Routing congestion map:
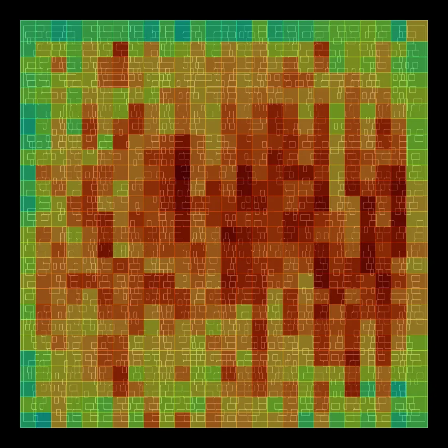
Local utilization:
Scale bar: 50 µm. The die is cut into 18 by 18 equal tiles; dark blue is low, red is high, 0 to 100% covered.
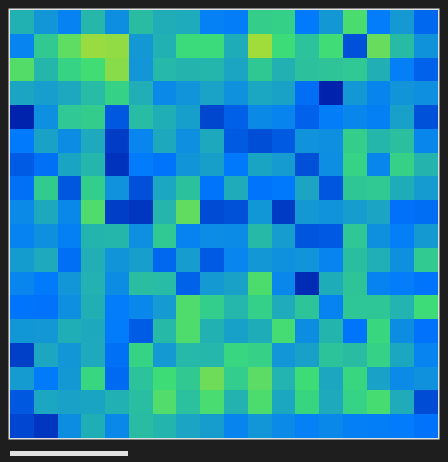
Cell sizes after repair:
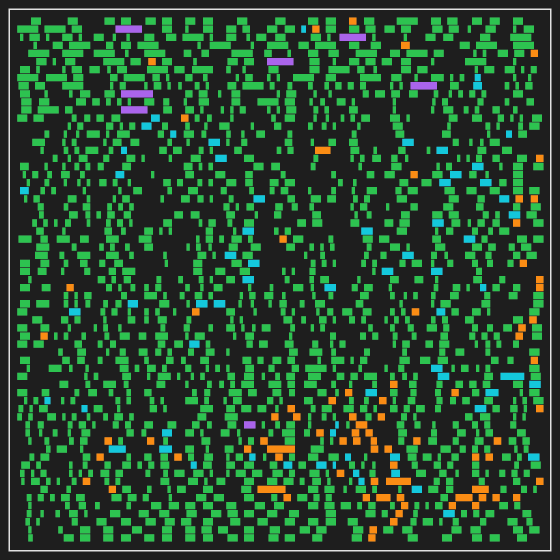
Wire density map:
Scale bar: 50 µm. The die is cut into 36 by 36 equal tiles; dark blue is low, red is high, scaled to the fullest tile. Values are wire area over tile area, all layers added.
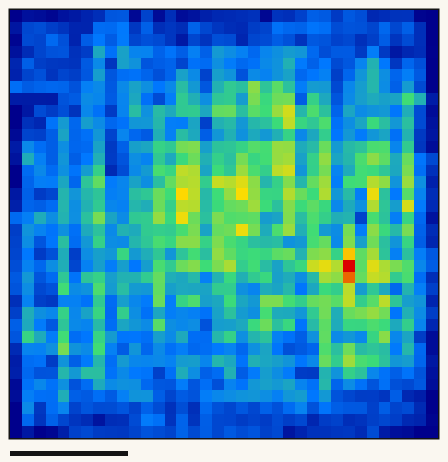
**config.mk**
```make
export PLATFORM = sky130hd
export DESIGN_NAME = decode_execute_unit
export DESIGN_NICKNAME = d
export VERILOG_FILES = /design/src/rtl/decode_execute_unit.sv
export SDC_FILE = /design/constraint.sdc
export NUM_CORES = 1
export LEC_CHECK = 0
export ABC_AREA = 0
export CELL_PAD_IN_SITES_DETAIL_PLACEMENT = 2
export CELL_PAD_IN_SITES_GLOBAL_PLACEMENT = 2
export CORE_UTILIZATION = 29
export DETAILED_ROUTE_END_ITERATION = 10
export PLACE_DENSITY_LB_ADDON = 0.12
export SLEW_MARGIN = 30
export SYNTH_ARGS = -nofsm -noshare
export SYNTH_HDL_FRONTEND = slang
export SYNTH_SLANG_ARGS = --single-unit
```
**constraint.sdc**
```tcl
create_clock -name clk -period 9.2 [get_ports clk]
set_input_delay 1.38 -clock clk [delete_from_list [all_inputs] [get_ports clk]]
set_output_delay 1.38 -clock clk [all_outputs]
set_load 0.01 [all_outputs]
```
**src/rtl/decode_execute_unit.sv**
```systemverilog
// Decode/execute slice: instruction decode, immediate extension, operand-2 select,
// 32-bit ALU, and the execute-strobed result/flag registers.
module decode_execute_unit (
    input  logic        clk,
    input  logic        reset,
    input  logic        ex_en,
    input  logic [1:0]  instruction_type,
    input  logic [4:0]  opcode,
    input  logic [13:0] immediate,
    input  logic [4:0]  shamt,
    input  logic [31:0] a,
    input  logic [31:0] b,
    output logic        reg_b,
    output logic        reg_write,
    output logic        ext_op,
    output logic [1:0]  alu_src,
    output logic [2:0]  alu_op,
    output logic        mem_read,
    output logic        mem_write,
    output logic        wb_src,
    output logic [31:0] extended_immediate,
    output logic [31:0] alu_out,
    output logic [31:0] alu_result,
    output logic        zero_signal
);

    localparam logic [1:0] TYPE_R = 2'b00;
    localparam logic [1:0] TYPE_I = 2'b01;
    localparam logic [1:0] TYPE_J = 2'b10;
    localparam logic [1:0] TYPE_S = 2'b11;

    localparam logic [1:0] SRC_IMM   = 2'b00;
    localparam logic [1:0] SRC_B     = 2'b01;
    localparam logic [1:0] SRC_SHAMT = 2'b10;

    localparam logic [2:0] OP_ADD = 3'b000;
    localparam logic [2:0] OP_SUB = 3'b001;
    localparam logic [2:0] OP_AND = 3'b010;
    localparam logic [2:0] OP_SLL = 3'b011;
    localparam logic [2:0] OP_SLR = 3'b100;

    logic        is_cmp;
    logic        is_beq;
    logic [31:0] ext_w;
    logic [31:0] op2;
    logic [31:0] alu_result_d, alu_result_q;
    logic        zero_signal_d, zero_signal_q;

    // Unlisted type/opcode combinations fall through to the defaults: ADD on b, no enables.
    always_comb begin
        reg_b     = 1'b0;
        reg_write = 1'b0;
        ext_op    = 1'b1;
        alu_src   = SRC_B;
        alu_op    = OP_ADD;
        mem_read  = 1'b0;
        mem_write = 1'b0;
        wb_src    = 1'b0;
        is_cmp    = 1'b0;
        is_beq    = 1'b0;
        case (instruction_type)
            TYPE_R: begin
                case (opcode)
                    5'd0: begin alu_op = OP_AND; reg_write = 1'b1; end
                    5'd1: begin alu_op = OP_ADD; reg_write = 1'b1; end
                    5'd2: begin alu_op = OP_SUB; reg_write = 1'b1; end
                    5'd3: begin alu_op = OP_SUB; is_cmp = 1'b1; end
                    default: ;
                endcase
            end
            TYPE_I: begin
                case (opcode)
                    5'd0: begin
                        alu_op    = OP_AND;
                        alu_src   = SRC_IMM;
                        ext_op    = 1'b0;
                        reg_write = 1'b1;
                    end
                    5'd1: begin
                        alu_src   = SRC_IMM;
                        reg_write = 1'b1;
                    end
                    5'd2: begin
                        alu_src   = SRC_IMM;
                        mem_read  = 1'b1;
                        wb_src    = 1'b1;
                        reg_write = 1'b1;
                    end
                    5'd3: begin
                        alu_src   = SRC_IMM;
                        mem_write = 1'b1;
                        reg_b     = 1'b1;
                    end
                    5'd4: begin
                        alu_op = OP_SUB;
                        reg_b  = 1'b1;
                        is_beq = 1'b1;
                    end
                    default: ;
                endcase
            end
            TYPE_J: ;
            TYPE_S: begin
                case (opcode)
                    5'd0: begin alu_op = OP_SLL; alu_src = SRC_SHAMT; reg_write = 1'b1; end
                    5'd1: begin alu_op = OP_SLR; alu_src = SRC_SHAMT; reg_write = 1'b1; end
                    5'd2: begin alu_op = OP_SLL; reg_write = 1'b1; end
                    5'd3: begin alu_op = OP_SLR; reg_write = 1'b1; end
                    default: ;
                endcase
            end
            default: ;
        endcase
    end

    assign ext_w[13:0] = immediate;
    for (genvar gi = 14; gi < 32; gi++) begin : g_ext
        assign ext_w[gi] = ext_op & immediate[13];
    end
    assign extended_immediate = ext_w;

    always_comb begin
        case (alu_src)
            SRC_IMM:   op2 = ext_w;
            SRC_B:     op2 = b;
            SRC_SHAMT: op2 = {27'b0, shamt};
            default:   op2 = 32'b0;
        endcase
    end

    always_comb begin
        case (alu_op)
            OP_ADD:  alu_out = a + op2;
            OP_SUB:  alu_out = a - op2;
            OP_AND:  alu_out = a & op2;
            OP_SLL:  alu_out = a << op2[4:0];
            OP_SLR:  alu_out = a >> op2[4:0];
            default: alu_out = 32'b0;
        endcase
    end

    // The flag only tracks CMP (signed less-than via the sign of a-b) and BEQ.
    always_comb begin
        alu_result_d  = alu_result_q;
        zero_signal_d = zero_signal_q;
        if (ex_en) begin
            alu_result_d = alu_out;
            if (is_cmp) begin
                zero_signal_d = alu_out[31];
            end else if (is_beq) begin
                zero_signal_d = (alu_out == 32'b0);
            end
        end
    end

    always_ff @(posedge clk) begin
        if (reset) begin
            alu_result_q  <= 32'b0;
            zero_signal_q <= 1'b0;
        end else begin
            alu_result_q  <= alu_result_d;
            zero_signal_q <= zero_signal_d;
        end
    end

    assign alu_result  = alu_result_q;
    assign zero_signal = zero_signal_q;

endmodule

```
==> results.txt <==
Implementation summary

The run finished with clean final reports. The main area contributors are mux2i_1 9.5%, dfxtp_1 7.0%, nor2_1 5.6%. After detailed routing, the met2 layer carries a little under 30000 µm of wire. The critical register-to-register path startpoint is zero_signal. Setup slack closes at about 330 ps.

For this run, the script counts the antenna cells in the layout as 0. The critical path runs through a total of 23 cells. The number of sinks handled by clock tree synthesis is 33. The wire-length estimate of the detail-placed layout is around 52000 µm. The highest-count logic cell in the final layout is clkdlybuf4s50_1. The total of warnings raised by yosys is 0.

Of the total power, the clock network draws ~15%. The antenna violation net count after detailed routing is 0. The setup path with the least slack is of type in2out.

Per report_power, the Combinational row totals 1.00 mW. Per the timing report, the most critical flop-to-flop path finishes at zero_signal. The longest clock path from root to sink contains 2 buffers. Per report_power, the Sequential row totals between 0.15 and 0.2 mW. The flop share of the area is 5.53%. The proportion of cell area occupied by multi-input gates is roughly two thirds. The dominant non-sequential cell family after synthesis is AND-OR/OR-AND gates. The finished design was reported to have a net count of about 1700. The count of final max-slew check failures is 0. Routing resource usage on met2 recorded by global route was a little over three fifths.

After synthesis, the mean cell area works out to around 6.8 µm². The layout report lists the clock-cell share of area as under 10%. The worst hold path class is reg2reg. The library cell contributing the largest single delay on the critical path is or4b_4. The setup slack after placement is 69.3 ps. The share of the clock period used by the worst path is between 90% and 100%. The die width is 182 µm. The timing report gives the clock slew at the launch and capture registers of the worst setup and hold paths as ~60 ps. The share of total power in sequential cells is 12.5%. The clock root buffer is clkbuf_16. The area taken by sequential standard cells is reported as 661 µm². The number of filler instances in the final layout is approximately 3800. Of the total synthesized cell area, the portion taken by AND, OR, NAND and NOR gates is roughly 27%. The report puts the hold buffer count at CTS at 0. The setup total negative slack is 0 ps.

The net switching fraction of the power is around half. The first global-routing pass estimated approximately 95000 µm of wire. The worst hold path stage count is 2. Of the synthesized area, sequential elements account for around 7.0%.
-- 'routing congestion map' (at the start) --
met1 track utilization from global routing: 51.4%
global-route layer with the greatest usage: met2
routing usage on met3: 4.79%
Overall Global Routing Usage: 39.1%

-- 'local utilization' (at the start) --
densest ninth of the die: bottom middle
mean over tiles: 35%
fullest tile: 63%

-- 'cell sizes after repair' (at the start) --
legend:
  drive 2:
    colour: cyan
    cells: 66
    share: 4.3%
  drive 3 to 4:
    colour: orange
    cells: 80
    share: 5.2%
  drive 6 and up:
    colour: purple
    cells: 7
    share: 0.46%
  drive 1 or less:
    colour: green
    cells: 1372
    share: 90%
final instance area: 11900 µm²
buffers outside the clock class: 270

-- 'wire density map' (at the start) --
tiles over half the peak: 14%
fullest tile: 1.1
emptiest ninth of the die: top left
nearly empty tiles: 2.1%
wire per inst: 34.0 µm
final routed wirelength across all metal layers: 65600 µm
number of vias after detailed routing: 12900

Power figures rest on the tool's default switching activity, not on a simulated workload.
